File: src/rtl/mii_pkg.sv
// Shared MII definitions.
// Holds the receive FSM state type, the CRC-32 constants and the per-byte CRC update
// that the receive deframer and the transmit FCS generator both use.
package mii_pkg;

  typedef enum logic [1:0] {
    StIdle,
    StPreamble,
    StData,
    StDrop
  } rx_state_e;

  localparam logic [31:0] CRC32_POLY_REFL = 32'hEDB88320;
  // Good-frame residue in MSB-first notation.
  localparam logic [31:0] CRC32_RESIDUE   = 32'hC704DD7B;

  // Reflected CRC-32 update of one byte. Bits are processed LSB first.
  function automatic logic [31:0] crc32_byte(input logic [31:0] crc, input logic [7:0] data);
    logic [31:0] c;
    c = crc ^ {24'h0, data};
    for (int i = 0; i < 8; i++) begin
      c = c[0] ? ((c >> 1) ^ CRC32_POLY_REFL) : (c >> 1);
    end
    return c;
  endfunction

  function automatic logic [31:0] bitrev32(input logic [31:0] v);
    logic [31:0] r;
    for (int i = 0; i < 32; i++) begin
      r[i] = v[31-i];
    end
    return r;
  endfunction

endpackage

File: src/rtl/mii_rx_deframer_if.sv
// Bundles the PHY-side receive inputs and the byte-stream/statistics outputs.
//   PHY_RX, RX_DV          : MII nibble stream from the PHY
//   rx_data/valid/sop/eop  : payload byte stream with frame markers
//   rx_err                 : frame status, meaningful with rx_eop
//   frames_ok, frames_bad  : saturating frame counters
// master = deframer side, slave = consumer/stimulus side.
interface mii_rx_deframer_if;
  logic [3:0]  PHY_RX;
  logic        RX_DV;
  logic [7:0]  rx_data;
  logic        rx_valid;
  logic        rx_sop;
  logic        rx_eop;
  logic        rx_err;
  logic [15:0] frames_ok;
  logic [15:0] frames_bad;

  modport master (
    input  PHY_RX, RX_DV,
    output rx_data, rx_valid, rx_sop, rx_eop, rx_err, frames_ok, frames_bad
  );

  modport slave (
    output PHY_RX, RX_DV,
    input  rx_data, rx_valid, rx_sop, rx_eop, rx_err, frames_ok, frames_bad
  );
endinterface

File: src/rtl/mii_rx_delay5.sv
// Five-entry byte delay line used to hold back the trailing FCS bytes.
//   i_clk, i_rst : clock, synchronous active-high reset
//   i_clear      : empty the line (start of frame)
//   i_push       : shift i_data in
//   o_full       : five bytes held
//   o_head       : oldest byte, valid when o_full
module mii_rx_delay5 (
  input  logic       i_clk,
  input  logic       i_rst,
  input  logic       i_clear,
  input  logic       i_push,
  input  logic [7:0] i_data,
  output logic       o_full,
  output logic [7:0] o_head
);

  logic [7:0] r_mem [5];
  logic [2:0] r_count;

  always_ff @(posedge i_clk) begin
    if (i_rst) begin
      r_count <= '0;
      for (int i = 0; i < 5; i++) begin
        r_mem[i] <= '0;
      end
    end else if (i_clear) begin
      r_count <= '0;
    end else if (i_push) begin
      r_mem[0] <= i_data;
      for (int i = 1; i < 5; i++) begin
        r_mem[i] <= r_mem[i-1];
      end
      if (r_count != 3'd5) begin
        r_count <= r_count + 3'd1;
      end
    end
  end

  assign o_full = (r_count == 3'd5);
  assign o_head = r_mem[4];

endmodule

File: src/rtl/mii_rx_deframer.sv
// MII receive deframer: strips preamble/SFD, assembles bytes from nibbles, checks the
// CRC-32 FCS and emits payload bytes (FCS removed) with sop/eop/err markers.
//   PHY_RX_CLOCK : MII receive clock, the only clock
//   rx_reset     : synchronous active-high reset
//   bus          : PHY nibble inputs, byte stream outputs and frame counters
module mii_rx_deframer
  import mii_pkg::*;
#(
  parameter int unsigned MAX_LEN = 1518,
  parameter int unsigned MIN_LEN = 64
) (
  input  logic              PHY_RX_CLOCK,
  input  logic              rx_reset,
  mii_rx_deframer_if.master bus
);

  localparam logic [10:0] MaxLenW = 11'(MAX_LEN);
  localparam logic [10:0] MinLenW = 11'(MIN_LEN);

  rx_state_e   r_state, w_state_next;
  logic        r_phase;
  logic [3:0]  r_low;
  logic [10:0] r_byte_cnt;
  logic [31:0] r_crc;
  logic        r_sop_pend;
  logic [7:0]  r_data;
  logic        r_valid, r_sop, r_eop, r_err;
  logic [15:0] r_ok, r_bad;

  logic        w_push, w_clear, w_eof, w_full, w_frame_bad;
  logic [7:0]  w_byte, w_head;
  logic [31:0] w_crc_next;

  assign w_byte     = {bus.PHY_RX, r_low};
  assign w_crc_next = crc32_byte(r_crc, w_byte);

  // The register is reflected, so compare against the bit-reversed residue.
  assign w_frame_bad = r_phase || (r_crc != bitrev32(CRC32_RESIDUE)) ||
                       (r_byte_cnt < MinLenW) || (r_byte_cnt > MaxLenW);

  always_comb begin
    w_state_next = r_state;
    w_push       = 1'b0;
    w_clear      = 1'b0;
    w_eof        = 1'b0;
    unique case (r_state)
      StIdle: begin
        if (bus.RX_DV) begin
          w_state_next = (bus.PHY_RX == 4'h5) ? StPreamble : StDrop;
        end
      end
      StPreamble: begin
        if (!bus.RX_DV) begin
          w_state_next = StIdle;
        end else if (bus.PHY_RX == 4'hD) begin
          w_state_next = StData;
          w_clear      = 1'b1;
        end else if (bus.PHY_RX != 4'h5) begin
          w_state_next = StDrop;
        end
      end
      StData: begin
        if (!bus.RX_DV) begin
          w_eof        = 1'b1;
          w_state_next = StIdle;
        end else begin
          w_push = r_phase;
        end
      end
      StDrop: begin
        if (!bus.RX_DV) begin
          w_state_next = StIdle;
        end
      end
      default: w_state_next = StDrop;
    endcase
  end

  mii_rx_delay5 u_delay (
    .i_clk   (PHY_RX_CLOCK),
    .i_rst   (rx_reset),
    .i_clear (w_clear),
    .i_push  (w_push),
    .i_data  (w_byte),
    .o_full  (w_full),
    .o_head  (w_head)
  );

  always_ff @(posedge PHY_RX_CLOCK) begin
    if (rx_reset) begin
      r_state    <= StDrop;
      r_phase    <= 1'b0;
      r_low      <= '0;
      r_byte_cnt <= '0;
      r_crc      <= '1;
      r_sop_pend <= 1'b0;
      r_data     <= '0;
      r_valid    <= 1'b0;
      r_sop      <= 1'b0;
      r_eop      <= 1'b0;
      r_err      <= 1'b0;
      r_ok       <= '0;
      r_bad      <= '0;
    end else begin
      r_state <= w_state_next;
      r_valid <= 1'b0;
      r_sop   <= 1'b0;
      r_eop   <= 1'b0;
      r_err   <= 1'b0;

      if (w_clear) begin
        r_phase    <= 1'b0;
        r_byte_cnt <= '0;
        r_crc      <= '1;
        r_sop_pend <= 1'b1;
      end

      if (r_state == StData && bus.RX_DV) begin
        r_phase <= ~r_phase;
        if (!r_phase) begin
          r_low <= bus.PHY_RX;
        end
      end

      if (w_push) begin
        r_crc <= w_crc_next;
        if (r_byte_cnt != 11'd2047) begin
          r_byte_cnt <= r_byte_cnt + 11'd1;
        end
        // A full line means the oldest byte can no longer be FCS.
        if (w_full) begin
          r_valid    <= 1'b1;
          r_data     <= w_head;
          r_sop      <= r_sop_pend;
          r_sop_pend <= 1'b0;
        end
      end

      if (w_eof) begin
        if (w_frame_bad) begin
          if (r_bad != 16'hFFFF) r_bad <= r_bad + 16'd1;
        end else begin
          if (r_ok != 16'hFFFF) r_ok <= r_ok + 16'd1;
        end
        if (w_full) begin
          r_valid    <= 1'b1;
          r_data     <= w_head;
          r_sop      <= r_sop_pend;
          r_eop      <= 1'b1;
          r_err      <= w_frame_bad;
          r_sop_pend <= 1'b0;
        end
      end
    end
  end

  assign bus.rx_data    = r_data;
  assign bus.rx_valid   = r_valid;
  assign bus.rx_sop     = r_sop;
  assign bus.rx_eop     = r_eop;
  assign bus.rx_err     = r_err;
  assign bus.frames_ok  = r_ok;
  assign bus.frames_bad = r_bad;

endmodule

File: src/flat_wrapper.sv
// flat-port wrapper written by rule: the top's interface ports become plain ports
module mii_rx_deframer_flat import mii_pkg::*;
#(
  parameter int unsigned MAX_LEN = 1518,
  parameter int unsigned MIN_LEN = 64
)
  (PHY_RX_CLOCK, rx_reset, bus_PHY_RX, bus_RX_DV, bus_rx_data, bus_rx_valid, bus_rx_sop, bus_rx_eop, bus_rx_err, bus_frames_ok, bus_frames_bad);
  mii_rx_deframer_if bus_i ();
  input  logic PHY_RX_CLOCK;
  input  logic rx_reset;
  input wire logic [$bits(bus_i.PHY_RX)-1:0] bus_PHY_RX;
  input wire logic [$bits(bus_i.RX_DV)-1:0] bus_RX_DV;
  output wire logic [$bits(bus_i.rx_data)-1:0] bus_rx_data;
  output wire logic [$bits(bus_i.rx_valid)-1:0] bus_rx_valid;
  output wire logic [$bits(bus_i.rx_sop)-1:0] bus_rx_sop;
  output wire logic [$bits(bus_i.rx_eop)-1:0] bus_rx_eop;
  output wire logic [$bits(bus_i.rx_err)-1:0] bus_rx_err;
  output wire logic [$bits(bus_i.frames_ok)-1:0] bus_frames_ok;
  output wire logic [$bits(bus_i.frames_bad)-1:0] bus_frames_bad;
  assign bus_i.PHY_RX = bus_PHY_RX;
  assign bus_i.RX_DV = bus_RX_DV;
  assign bus_rx_data = bus_i.rx_data;
  assign bus_rx_valid = bus_i.rx_valid;
  assign bus_rx_sop = bus_i.rx_sop;
  assign bus_rx_eop = bus_i.rx_eop;
  assign bus_rx_err = bus_i.rx_err;
  assign bus_frames_ok = bus_i.frames_ok;
  assign bus_frames_bad = bus_i.frames_bad;
  mii_rx_deframer #(.MAX_LEN(MAX_LEN), .MIN_LEN(MIN_LEN)) u_core (.PHY_RX_CLOCK(PHY_RX_CLOCK), .rx_reset(rx_reset), .bus(bus_i));
endmodule
File: config.mk
export PLATFORM = sky130hd
export DESIGN_NAME = mii_rx_deframer_flat
export DESIGN_NICKNAME = d
export VERILOG_FILES = /design/src/rtl/mii_pkg.sv /design/src/rtl/mii_rx_deframer_if.sv /design/src/rtl/mii_rx_delay5.sv /design/src/rtl/mii_rx_deframer.sv /design/src/flat_wrapper.sv
export SDC_FILE = /design/constraint.sdc
export NUM_CORES = 1
export LEC_CHECK = 0
export CAP_MARGIN = 20
export CORE_MARGIN = 2
export CORE_UTILIZATION = 50
export DETAILED_ROUTE_END_ITERATION = 10
export HOLD_SLACK_MARGIN = 0.12
export MAX_ROUTING_LAYER = met4
export PLACE_DENSITY = 0.82
export SETUP_SLACK_MARGIN = 0.05
export SYNTH_ARGS = -nofsm -noshare
export SYNTH_HDL_FRONTEND = slang
export SYNTH_SLANG_ARGS = --single-unit
File: constraint.sdc
create_clock -name PHY_RX_CLOCK -period 4.95 [get_ports PHY_RX_CLOCK]
set_input_delay 0.495 -clock PHY_RX_CLOCK [delete_from_list [all_inputs] [get_ports PHY_RX_CLOCK]]
set_output_delay 0.495 -clock PHY_RX_CLOCK [all_outputs]
set_load 0.1 [all_outputs]
Figure 1. Clock nets.
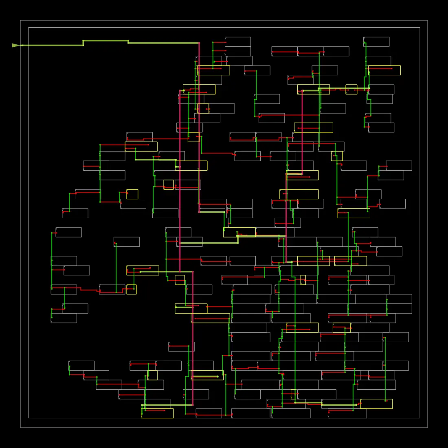
Late-Pin Clk Latency: 430 ps
CTS buffer count: 17
clock network power: 1.30 mW

Figure 2. Cells by drive strength.
Bar = 20 um.
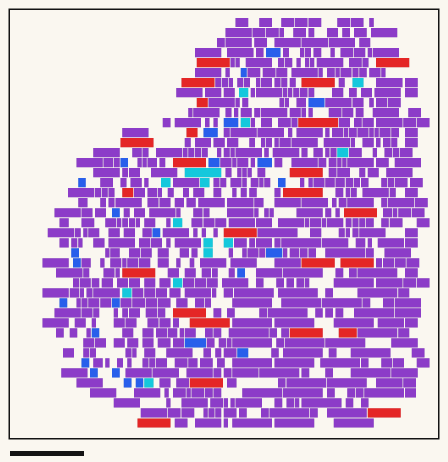
[purple] x1 and smaller | cells: 633
[red] x6 and larger | cells: 24
[blue] x2 | cells: 26
[cyan] x3 and x4 | cells: 14
Final Instance Area: 7564 um2
final worst-path setup slack: 2198 ps

Figure 3. Where the registers sit.
Bar = 20 um. Other sequential cells in the stronger grey, the rest of the logic in the fainter grey.
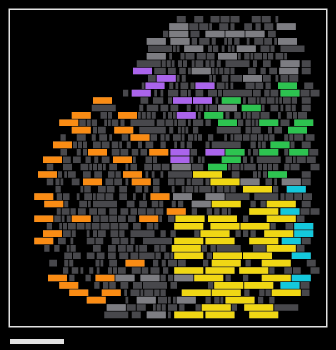
[yellow] `u_core.u_delay.r_mem` | placed flops: 40
[orange] `u_core.r_crc` | placed flops: 32
[cyan] `u_core.bus.rx_data` | placed flops: 8 | where: bottom right
[green] `u_core.bus.frames_bad` | placed flops: 16
[purple] `u_core.r_byte_cnt` | placed flops: 11
Flop area: 3163 um2
Seq power: 1.19 mW
sequential share of cell area: 0.4182
final core utilization: 0.6067

Figure 4. Routed clock nets over the placement.
Bar = 20 um.
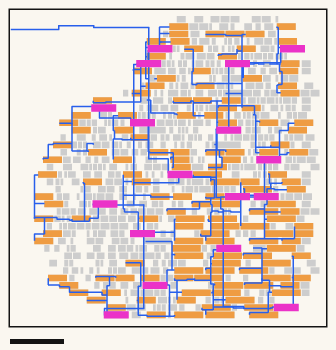
[magenta] clock-net drivers | count: 17
[blue] clock wires | length: 1690 um
[orange] flip-flops | count: 138
flops lie: widely spread
routed clock nets: 18
Setup Skew: 7.789 ps
Clk pwr share: 0.493

-- cells by family after synthesis --
group | synth area share
buffers and inverters | 0.02342
XOR/XNOR | 0.1276
adder cells (fa/ha/maj) | 0.009925
multiplexers | 0.01350
flip-flops | 0.5018
AND-OR/OR-AND | 0.09488
AND/OR/NAND/NOR | 0.2289
-- per-stage QoR --
step | setup slack (ps) | instances | cell area (um2) | hold slack, ps | total power [mW]
CTS | 2217 | 869 | 7564 | 473.1 | 2.662
global route | 1985 | 869 | 7564 | 488.2 | 2.721
finish | 2198 | 869 | 7564 | 468.1 | 2.648
global placement | 1919 | 837 | 6953 | 441.4 | 1.362
floorplan | 2395 | 637 | 6304 | 430.5 | 1.331
detailed placement | 1840 | 837 | 6953 | 452.9 | 1.365
-- worst register-to-register path, cell delays in order, from the launching register on --
cell and delay (ps):
dfxtp_1 330, xnor2_1 840, xnor2_1 330, xnor2_1 380, xor2_1 270, a21oi_1 100
or2_2 270
-- power groups by stage --
stage	Clock (mW)	Combinational (mW)	Sequential, mW
after floorplan	0	0.117	1.21
after global routing	1.36	0.168	1.19
after CTS	1.32	0.153	1.19
after global placement	0	0.150	1.21
after detailed placement	0	0.152	1.21
final	1.30	0.154	1.19
-- metal layers --
metal / wire length [um] / share of wire / up-vias / track usage
li1: - / - / 2311 / -
met1: 5888 / 0.44 / 2226 / 0.2494
met2: 6705 / 0.50 / 127 / 0.3519
met3: 539 / 0.040 / 30 / 0.05138
met4: 335 / 0.025 / 0 / 0.1103
met5: 0 / 0 / - / -
-- layout make-up --
| class | count | area, um2 |
|---|---|---|
| fill | 1015 | 4902 |
| tap | 172 | 215.2 |
| inverter | 9 | 33.78 |
| multi-input combinational | 461 | 2993 |
| timing repair buffer | 57 | 548.0 |
| clock buffer | 20 | 446.7 |
| clock inverter | 12 | 163.9 |
| sequential | 138 | 3163 |
-- sequential cells by signal (all words and copies together), names as in the netlist --
register and cells:
u_core.bus.rx_sop 1, u_core.r_state 2, u_core.bus.rx_eop 1, u_core.r_byte_cnt 11, u_core.r_sop_pend 1, u_core.r_low 4
u_core.bus.rx_err 1, u_core.u_delay.r_mem 40, u_core.r_phase 1, u_core.bus.rx_valid 1, u_core.bus.frames_bad 16, u_core.bus.rx_data 8
u_core.r_crc 32, u_core.u_delay.r_count 3, u_core.bus.frames_ok 16
-- worst paths after layout --
check	startpoint	endpoint	slack, ps	cells past startpoint
max	bus_RX_DV	u_core.bus.frames_bad[7]	2200	7
min	u_core.u_delay.r_mem[0][36]	u_core.bus.rx_data[4]	470	1
max reg2reg	u_core.r_crc[2]	u_core.r_crc[22]	2320	6
min reg2reg	u_core.u_delay.r_mem[0][36]	u_core.bus.rx_data[4]	470	1
==> results_dict.tcl <==
# place-and-route summary
set metrics [dict create \
    p_sw_frac 0.2254 \
    ir_worst_vdd_uv 222.9 \
    cp_cell_sequence "clkdlybuf4s50_1 -> or3b_2 -> or3_1 -> a41o_1 -> nor2_1 -> a311oi_1 -> a41o_1" \
    die_x_um 116.3 \
    grt_first_pass_wirelength_um 22000 \
    tritoncts "built" \
    wirelength_um 13470 \
    gp_congestion 0.9700 \
    layout_top_cell "dfxtp_1" \
    leakage_nw 2.741 \
    criticalPathCategory "input port to register" \
    antenna_found_initial 0 \
    yosys.cell_count.top_type "dfxtp_1" \
    synth_nets 649 \
    wire_per_inst_um 15.50 \
    crit_top_cell "a41o_1" \
    warnings 27 \
    clockBufferDepth 2 \
    drtIter0Drc 405 \
    cap_viol_max_count 0 \
    ctsResizeCount 0 \
    max_freq_ghz 0.3634 \
    top_cell_area_share 0.3112 \
    yosysWarnings 0 \
    status "complete, no violations" \
    initCoreUtil 0.5057 \
    fin_crit_ps 2752 \
    dr.pass1.iters 7 \
    most-common-layout-cells "98 x dfxtp_1, 72 x nor2_1, 65 x xnor2_1, 49 x clkdlybuf4s50_1, 41 x and2_1" \
    layout-drive-gt1-share 0.09182 \
    syn_area_um2 6304 \
    critPathCaptureType "register" \
    pin_count 51 \
    n_antenna_cell 0 \
    async_reset_ff_frac 0 \
    die_h_um 116.3 \
    ff_type "dfxtp_1" \
    cpMaxStageDelayCell "or3b_2" \
    grt_max_degree 53 \
    syn_area_per_cell_um2 9.896 \
    track_usage 0.2161 \
    cts_setup_buffers 0 \
    worst-path-buf-inv 1 \
    area_leaders "dfxtp_1 31%, edfxtp_1 19%, xnor2_1 9.0%" \
    layout.nets 696 \
    tightest_slew_ps 1051 \
    critPathMaxFanout 9 \
    via_count 4694 \
    ant_nets 0 \
]
No activity file was given, so power comes from the tool's default toggle rates.
